File: src/rtl/avg_window_loader_pkg.sv
// Shared types and constants for the averaging-datapath window loader.
//   WINDOW    : samples per window (the averager has exactly eight operands)
//   IDX_W     : width of the fill index into the slot bank
//   DEF_SHIFT : default per-stage shift driven on sa (3 x 1-bit shifts = /8)
//   state_e   : loader FSM states, filling the bank or presenting a window
package avg_window_loader_pkg;

  localparam int unsigned WINDOW    = 8;
  localparam int unsigned IDX_W     = 3;
  localparam int unsigned DEF_SHIFT = 1;

  typedef enum logic {
    StFill,
    StPresent
  } state_e;

endpackage

File: src/rtl/avg_window_loader_if.sv
// Handshake bundle between the sample producer, the window loader and the
// averager.
//   clear, in_valid, in_data, in_ready      : serial sample input side
//   out_valid, out_ready, a..h, sa          : parallel window output side
//   win_count                               : number of windows handed off
// The slave modport is the loader; the master modport is its environment.
interface avg_window_loader_if #(
  parameter int unsigned DATAWIDTH = 16
) ();

  logic                 clear;
  logic                 in_valid;
  logic                 in_ready;
  logic [DATAWIDTH-1:0] in_data;
  logic                 out_valid;
  logic                 out_ready;
  logic [DATAWIDTH-1:0] a, b, c, d, e, f, g, h;
  logic [7:0]           sa;
  logic [15:0]          win_count;

  modport slave (
    input  clear, in_valid, in_data, out_ready,
    output in_ready, out_valid, a, b, c, d, e, f, g, h, sa, win_count
  );

  modport master (
    output clear, in_valid, in_data, out_ready,
    input  in_ready, out_valid, a, b, c, d, e, f, g, h, sa, win_count
  );

endinterface

File: src/rtl/avg_window_loader_slot_bank.sv
// Eight-entry sample store plus the registered window presented to the averager.
//   clk, rst : clock and asynchronous active-low reset
//   we       : write wdata into slot[idx] this cycle
//   idx      : fill index
//   wdata    : sample to store
//   load     : snapshot the (write-forwarded) slots into win
//   win      : registered window, win[0] oldest .. win[7] newest
module window_slot_bank
  import avg_window_loader_pkg::*;
#(
  parameter int unsigned DATAWIDTH = 16
) (
  input  logic                 clk,
  input  logic                 rst,
  input  logic                 we,
  input  logic [IDX_W-1:0]     idx,
  input  logic [DATAWIDTH-1:0] wdata,
  input  logic                 load,
  output logic [DATAWIDTH-1:0] win [WINDOW]
);

  logic [DATAWIDTH-1:0] slot_q [WINDOW];
  logic [DATAWIDTH-1:0] snap   [WINDOW];

  always_ff @(posedge clk or negedge rst) begin
    if (!rst) begin
      for (int i = 0; i < WINDOW; i++) slot_q[i] <= '0;
    end else if (we) begin
      slot_q[idx] <= wdata;
    end
  end

  // The last sample is written on the same edge as the snapshot, so forward it.
  always_comb begin
    for (int i = 0; i < WINDOW; i++) begin
      snap[i] = (we && (idx == IDX_W'(i))) ? wdata : slot_q[i];
    end
  end

  always_ff @(posedge clk or negedge rst) begin
    if (!rst) begin
      for (int i = 0; i < WINDOW; i++) win[i] <= '0;
    end else if (load) begin
      for (int i = 0; i < WINDOW; i++) win[i] <= snap[i];
    end
  end

endmodule

File: src/rtl/avg_window_loader.sv
// Front end for the 8-input averager: packs eight serial samples into a
// window and hands it off over a valid/ready handshake.
//   clk  : system clock
//   rst  : asynchronous active-low reset
//   bus  : slave side of avg_window_loader_if (sample in, window out,
//          shift amount sa, delivered-window counter win_count)
module avg_window_loader
  import avg_window_loader_pkg::*;
#(
  parameter int unsigned DATAWIDTH = 16,
  parameter int unsigned SHIFT     = DEF_SHIFT
) (
  input  logic               clk,
  input  logic               rst,
  avg_window_loader_if.slave bus
);

  state_e               state_q, state_d;
  logic                 run_q;
  logic [IDX_W-1:0]     idx_q, idx_d;
  logic [15:0]          win_count_q, win_count_d;
  logic                 in_ready;
  logic                 out_valid;
  logic                 in_xfer;
  logic                 out_xfer;
  logic                 last_sample;
  logic [DATAWIDTH-1:0] win [WINDOW];

  // run_q holds in_ready and sa low for the first edge after reset release.
  always_ff @(posedge clk or negedge rst) begin
    if (!rst) begin
      state_q     <= StFill;
      run_q       <= 1'b0;
      idx_q       <= '0;
      win_count_q <= '0;
    end else begin
      state_q     <= state_d;
      run_q       <= 1'b1;
      idx_q       <= idx_d;
      win_count_q <= win_count_d;
    end
  end

  // A sample offered alongside clear is dropped, not stored.
  assign in_xfer     = bus.in_valid && in_ready && !bus.clear;
  assign out_xfer    = out_valid && bus.out_ready;
  assign last_sample = in_xfer && (idx_q == IDX_W'(WINDOW - 1));

  always_comb begin
    state_d = state_q;
    unique case (state_q)
      StFill:    if (last_sample) state_d = StPresent;
      StPresent: if (bus.out_ready) state_d = StFill;
      default:   state_d = StFill;
    endcase
  end

  always_comb begin
    in_ready  = 1'b0;
    out_valid = 1'b0;
    unique case (state_q)
      StFill:    in_ready  = run_q;
      StPresent: out_valid = 1'b1;
      default:   ;
    endcase
  end

  // idx wraps 7 -> 0 naturally on the last sample.
  always_comb begin
    idx_d = idx_q;
    if (state_q == StFill) begin
      if (bus.clear) idx_d = '0;
      else if (in_xfer) idx_d = idx_q + 1'b1;
    end
  end

  always_comb begin
    win_count_d = win_count_q;
    if (out_xfer) win_count_d = win_count_q + 16'd1;
  end

  window_slot_bank #(
    .DATAWIDTH (DATAWIDTH)
  ) u_bank (
    .clk   (clk),
    .rst   (rst),
    .we    (in_xfer),
    .idx   (idx_q),
    .wdata (bus.in_data),
    .load  (last_sample),
    .win   (win)
  );

  assign bus.in_ready  = in_ready;
  assign bus.out_valid = out_valid;
  assign bus.a         = win[0];
  assign bus.b         = win[1];
  assign bus.c         = win[2];
  assign bus.d         = win[3];
  assign bus.e         = win[4];
  assign bus.f         = win[5];
  assign bus.g         = win[6];
  assign bus.h         = win[7];
  assign bus.sa        = run_q ? 8'(SHIFT) : 8'd0;
  assign bus.win_count = win_count_q;

endmodule

File: src/flat_wrapper.sv
// flat-port wrapper written by rule: the top's interface ports become plain ports
module avg_window_loader_flat import avg_window_loader_pkg::*;
#(
  parameter int unsigned DATAWIDTH = 16,
  parameter int unsigned SHIFT     = DEF_SHIFT
)
  (clk, rst, bus_clear, bus_in_valid, bus_in_data, bus_out_ready, bus_in_ready, bus_out_valid, bus_a, bus_b, bus_c, bus_d, bus_e, bus_f, bus_g, bus_h, bus_sa, bus_win_count);
  avg_window_loader_if #(.DATAWIDTH(DATAWIDTH)) bus_i ();
  input  logic clk;
  input  logic rst;
  input wire logic [$bits(bus_i.clear)-1:0] bus_clear;
  input wire logic [$bits(bus_i.in_valid)-1:0] bus_in_valid;
  input wire logic [$bits(bus_i.in_data)-1:0] bus_in_data;
  input wire logic [$bits(bus_i.out_ready)-1:0] bus_out_ready;
  output wire logic [$bits(bus_i.in_ready)-1:0] bus_in_ready;
  output wire logic [$bits(bus_i.out_valid)-1:0] bus_out_valid;
  output wire logic [$bits(bus_i.a)-1:0] bus_a;
  output wire logic [$bits(bus_i.b)-1:0] bus_b;
  output wire logic [$bits(bus_i.c)-1:0] bus_c;
  output wire logic [$bits(bus_i.d)-1:0] bus_d;
  output wire logic [$bits(bus_i.e)-1:0] bus_e;
  output wire logic [$bits(bus_i.f)-1:0] bus_f;
  output wire logic [$bits(bus_i.g)-1:0] bus_g;
  output wire logic [$bits(bus_i.h)-1:0] bus_h;
  output wire logic [$bits(bus_i.sa)-1:0] bus_sa;
  output wire logic [$bits(bus_i.win_count)-1:0] bus_win_count;
  assign bus_i.clear = bus_clear;
  assign bus_i.in_valid = bus_in_valid;
  assign bus_i.in_data = bus_in_data;
  assign bus_i.out_ready = bus_out_ready;
  assign bus_in_ready = bus_i.in_ready;
  assign bus_out_valid = bus_i.out_valid;
  assign bus_a = bus_i.a;
  assign bus_b = bus_i.b;
  assign bus_c = bus_i.c;
  assign bus_d = bus_i.d;
  assign bus_e = bus_i.e;
  assign bus_f = bus_i.f;
  assign bus_g = bus_i.g;
  assign bus_h = bus_i.h;
  assign bus_sa = bus_i.sa;
  assign bus_win_count = bus_i.win_count;
  avg_window_loader #(.DATAWIDTH(DATAWIDTH), .SHIFT(SHIFT)) u_core (.clk(clk), .rst(rst), .bus(bus_i));
endmodule
File: config.mk
export PLATFORM = sky130hd
export DESIGN_NAME = avg_window_loader_flat
export DESIGN_NICKNAME = d
export VERILOG_FILES = /design/src/rtl/avg_window_loader_pkg.sv /design/src/rtl/avg_window_loader_if.sv /design/src/rtl/avg_window_loader_slot_bank.sv /design/src/rtl/avg_window_loader.sv /design/src/flat_wrapper.sv
export SDC_FILE = /design/constraint.sdc
export NUM_CORES = 1
export LEC_CHECK = 0
export CAP_MARGIN = 20
export CORE_AREA = 2 2 154 156
export DETAILED_ROUTE_END_ITERATION = 10
export DIE_AREA = 0 0 156 158
export HOLD_SLACK_MARGIN = 0.08
export PLACE_DENSITY_LB_ADDON = 0.25
export SYNTH_ARGS = -nofsm -noshare
export SYNTH_HDL_FRONTEND = slang
export SYNTH_HIERARCHICAL = 1
export SYNTH_SLANG_ARGS = --single-unit
File: constraint.sdc
create_clock -name clk -period 2.25 [get_ports clk]
set_clock_uncertainty 0.05 [all_clocks]
set_input_delay 0.45 -clock clk [delete_from_list [all_inputs] [get_ports clk]]
set_output_delay 0.45 -clock clk [all_outputs]
set_load 0.05 [all_outputs]
Figure 1. Where the registers sit.
Scale bar: 50 µm. Other sequential cells in the stronger gray, the rest of the logic in the fainter gray.
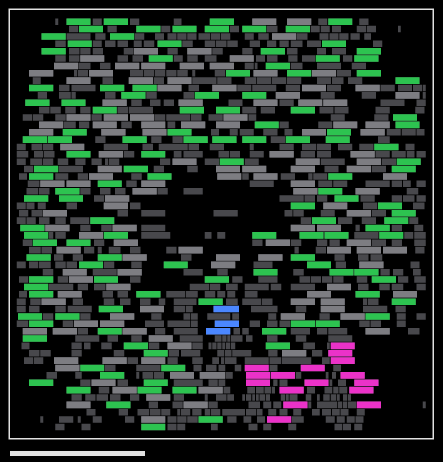
name in the netlist	color	flops
u_core/idx_q	blue	3
u_core/bus.win_count	magenta	16
u_core/u_bank/win	green	128
Util after Layout: 61.6%
Register Area: 6930 µm²
Seq. pwr: 5270 µW
Seq area share: 48.8%

Figure 2. I/O pins on the die edge.
Pins as bars across the die edge, other pins in gray.
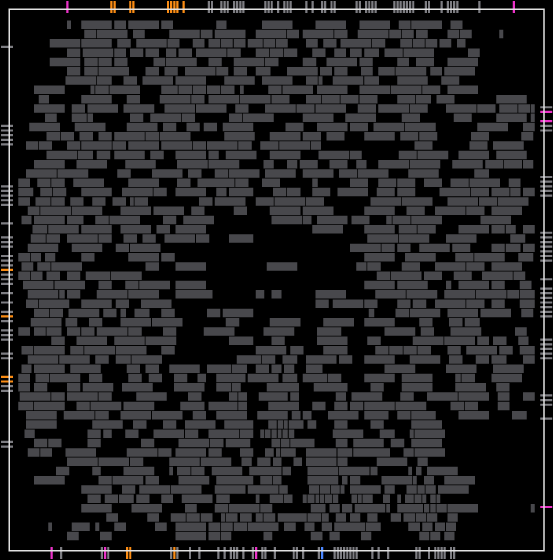
port	color	pins	direction	edge
bus_sa	magenta	8	output	3 south, 3 east, 2 north
bus_out_valid	blue	1	output	south
bus_g	orange	16	output	9 north, 4 west, 3 south
all pins by edge	54 north, 48 south, 38 west, 35 east
Die X: 156 µm
chip height: 158 µm
PortBufs: 167

==> metrics.yaml <==
ys_top_logic_family: "multiplexers"
busiest_layer: "met2"
dpl.hpwl_um: 15400
yosys.area.top_type_share_pct: 63.5
maxCapViolCount: 0
most_common_cell: "dfrtp_1"
yosys.stat.seqShare_pct: 63.5
crit_family: "buffers and inverters"
p_leak_uw: 0.00769
syn-instance-count: 645
end_kind: "output port"
drc_errors: 0
cp.required_ps: 1750
fmax_mhz: 453
maxSlewHeadroom_pct: 58.9
r2r_start: "u_core/idx_q[0]"
ys_warn_count: 6
drtIter0Drc: 236
ioPinCount: 175
p_int_uw: 8450
wl_met3_um: 901
gr-usage-met3_pct: 3.09
synthArstFlopShare_pct: 100
htree_levels: 1
clock_sinks: 277
vdd_drop_max_v: 0.000522
crit_end: "bus_a[15]"
final_hold_viol_count: 0
p_clk_share_pct: 45.1
p_seq_share_pct: 49.0
slew_viol_final: 0
wl_met2_um: 11200
final_antenna_net_count: 0
rsz0062_at_grt: "false"
first_pass_iters: 4
core_um2: 23100
r2r_setup_slack_ps: 100
nFillCells: 1692
syn_area_um2: 10900
crit_fanout: 2
critPathKind: "flip-flop to output port"
reg2reg_to: "u_core/u_bank/win[124]"
highest_layer: "met4"
startpoint: "u_core/u_bank/win[127]"
cp_slowest_stage_delay_ps: 810
period_minus_slack_ps: 2210
switchingPower_uw: 2300
worstRegToRegCells: 6
yosys-stat-area_um2: 10900
holdWs_ps: 403
common_cells: "dfrtp_1 (277), mux2_2 (196), mux2_4 (60)"
synthTopCellsByArea: "dfrtp_1 (63%), mux2_2 (20%), mux2_4 (8.2%)"
vias_per_cell: 5.14
cts_root_buffer: "clkbuf_16"
antenna_found_initial: 0
grt_pass1_vias: 6381
sw_frac_of_total_pct: 21.4
post_cts_buffers: 0
fin_nets: 872
cp.arrival_ps: 1710
run_status: "finished, final reports clean"
avgSynthCellArea_um2: 16.9
diodes: 0
min_path_type: "input pin to async pin"
dpl_worst_slack_ps: -331
syn2layout_area_growth_pct: 30.0
compound_area_share_pct: 0.390
place.gp.congestion: 0.777
met1_length_um: 10400
worst_slack_ps: 41.4
clk_pin_slew_ps: 60
synth-main-ff-cell: "dfrtp_1"
clock_path_buffers: 3
top_area_cell: "dfrtp_1"
grt_pass1_wl_um: 36500
layout_top_cells: "dfrtp_1 (275), mux2_2 (196), clkdlybuf4s50_1 (93)"
crit_slowest_cell: "clkdlybuf4s50_1"
dieArea_um2: 24600
crit_chain: "clkdlybuf4s50_1"
yosys_cells: 645
initial_core_util_pct: 47.4
setup_viol: 0
worst_slew_pin_slew_ps: 614
cts_tree: "done"
finalCritPeriodShare_pct: 98.2
simple_gate_share_pct: 3.14
rows: 56
cp.depth: 1
cp_num_buf_inv: 1
Figure 3. Metal layers overlaid.
Two of the layers only.
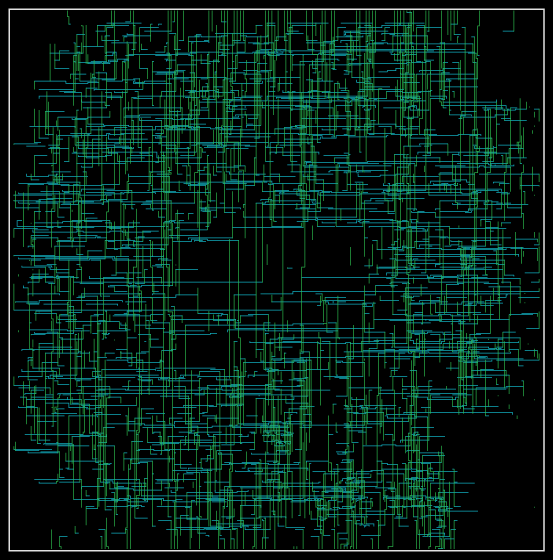
layer	color	wire length
M1	cyan	10400 µm
M2	green	11200 µm
GRT Resource Usage Total: 18.9%
via count: 5962
final wirelength: 23000 µm
WL/cell: 19.8 µm

Figure 4. Clock wiring as the flow saved it.
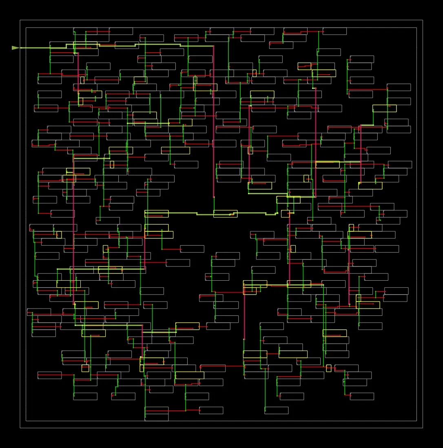
clk pwr: 4850 µW
CTS Buf Count: 29
flop count: 277
clk latency late pin: 530 ps
clkbuf count: 38

-- worst reg2reg max path: cells and delay by family, from the launching register on --
kind	cells	cell delay [ps]
multiplexers	1	450
flip-flops	1	440
AND/OR/NAND/NOR	1	280
buffers and inverters	2	430
adder cells (fa/ha/maj)	2	390
-- through the flow --
step / total power (µW) / cells / area (µm²) / TNS [ps]
finish: 10700 / 1160 / 14200 / 0
global route: 11200 / 1160 / 14200 / 0
CTS: 10900 / 1160 / 14100 / 0
detailed placement: 6000 / 1106 / 13200 / -36920
global placement: 5960 / 1106 / 13200 / -34210
floorplan: 5710 / 651 / 11000 / -1480
-- timing repair --
item	CTS	global route
setup endpoints to repair	61	140
resized	41	34
hold endpoints to repair	56	0
hold buffers	1	0
-- power by group through the flow --
stage / clock [µW] / sequential [µW] / combinational (µW)
4_1_cts: 4980 / 5270 / 647
3_3_place_gp: 0 / 5350 / 609
2_1_floorplan: 0 / 5350 / 358
6_report: 4850 / 5270 / 633
3_5_place_dp: 0 / 5360 / 646
5_1_grt: 5180 / 5290 / 698
-- registers in the layout (all words and copies together), names as in the netlist --
signal	count
u_core/u_bank/slot_q	128
u_core/u_bank/win	128
u_core/bus.win_count	16
u_core/idx_q	3
u_core/run_q	1
u_core/state_q	1
-- final cells by class --
type                    count  share of cell area [%]
inverters                   2                  0.0529
clock inverters            15                    1.28
flip-flops and latches    277                    48.8
clock buffers              38                    5.63
repair buffers            205                    15.4
multi-input cells         333                    26.2
well taps                 290                    2.56
-- cell families after synthesis --
logic type / after synthesis
XOR/XNOR: 15
AND/OR/NAND/NOR: 43
buffers and inverters: 41
AND-OR/OR-AND: 7
adder cells (fa/ha/maj): 3
flip-flops: 277
other: 2
multiplexers: 257
Power is estimated from default activity; no workload was simulated.
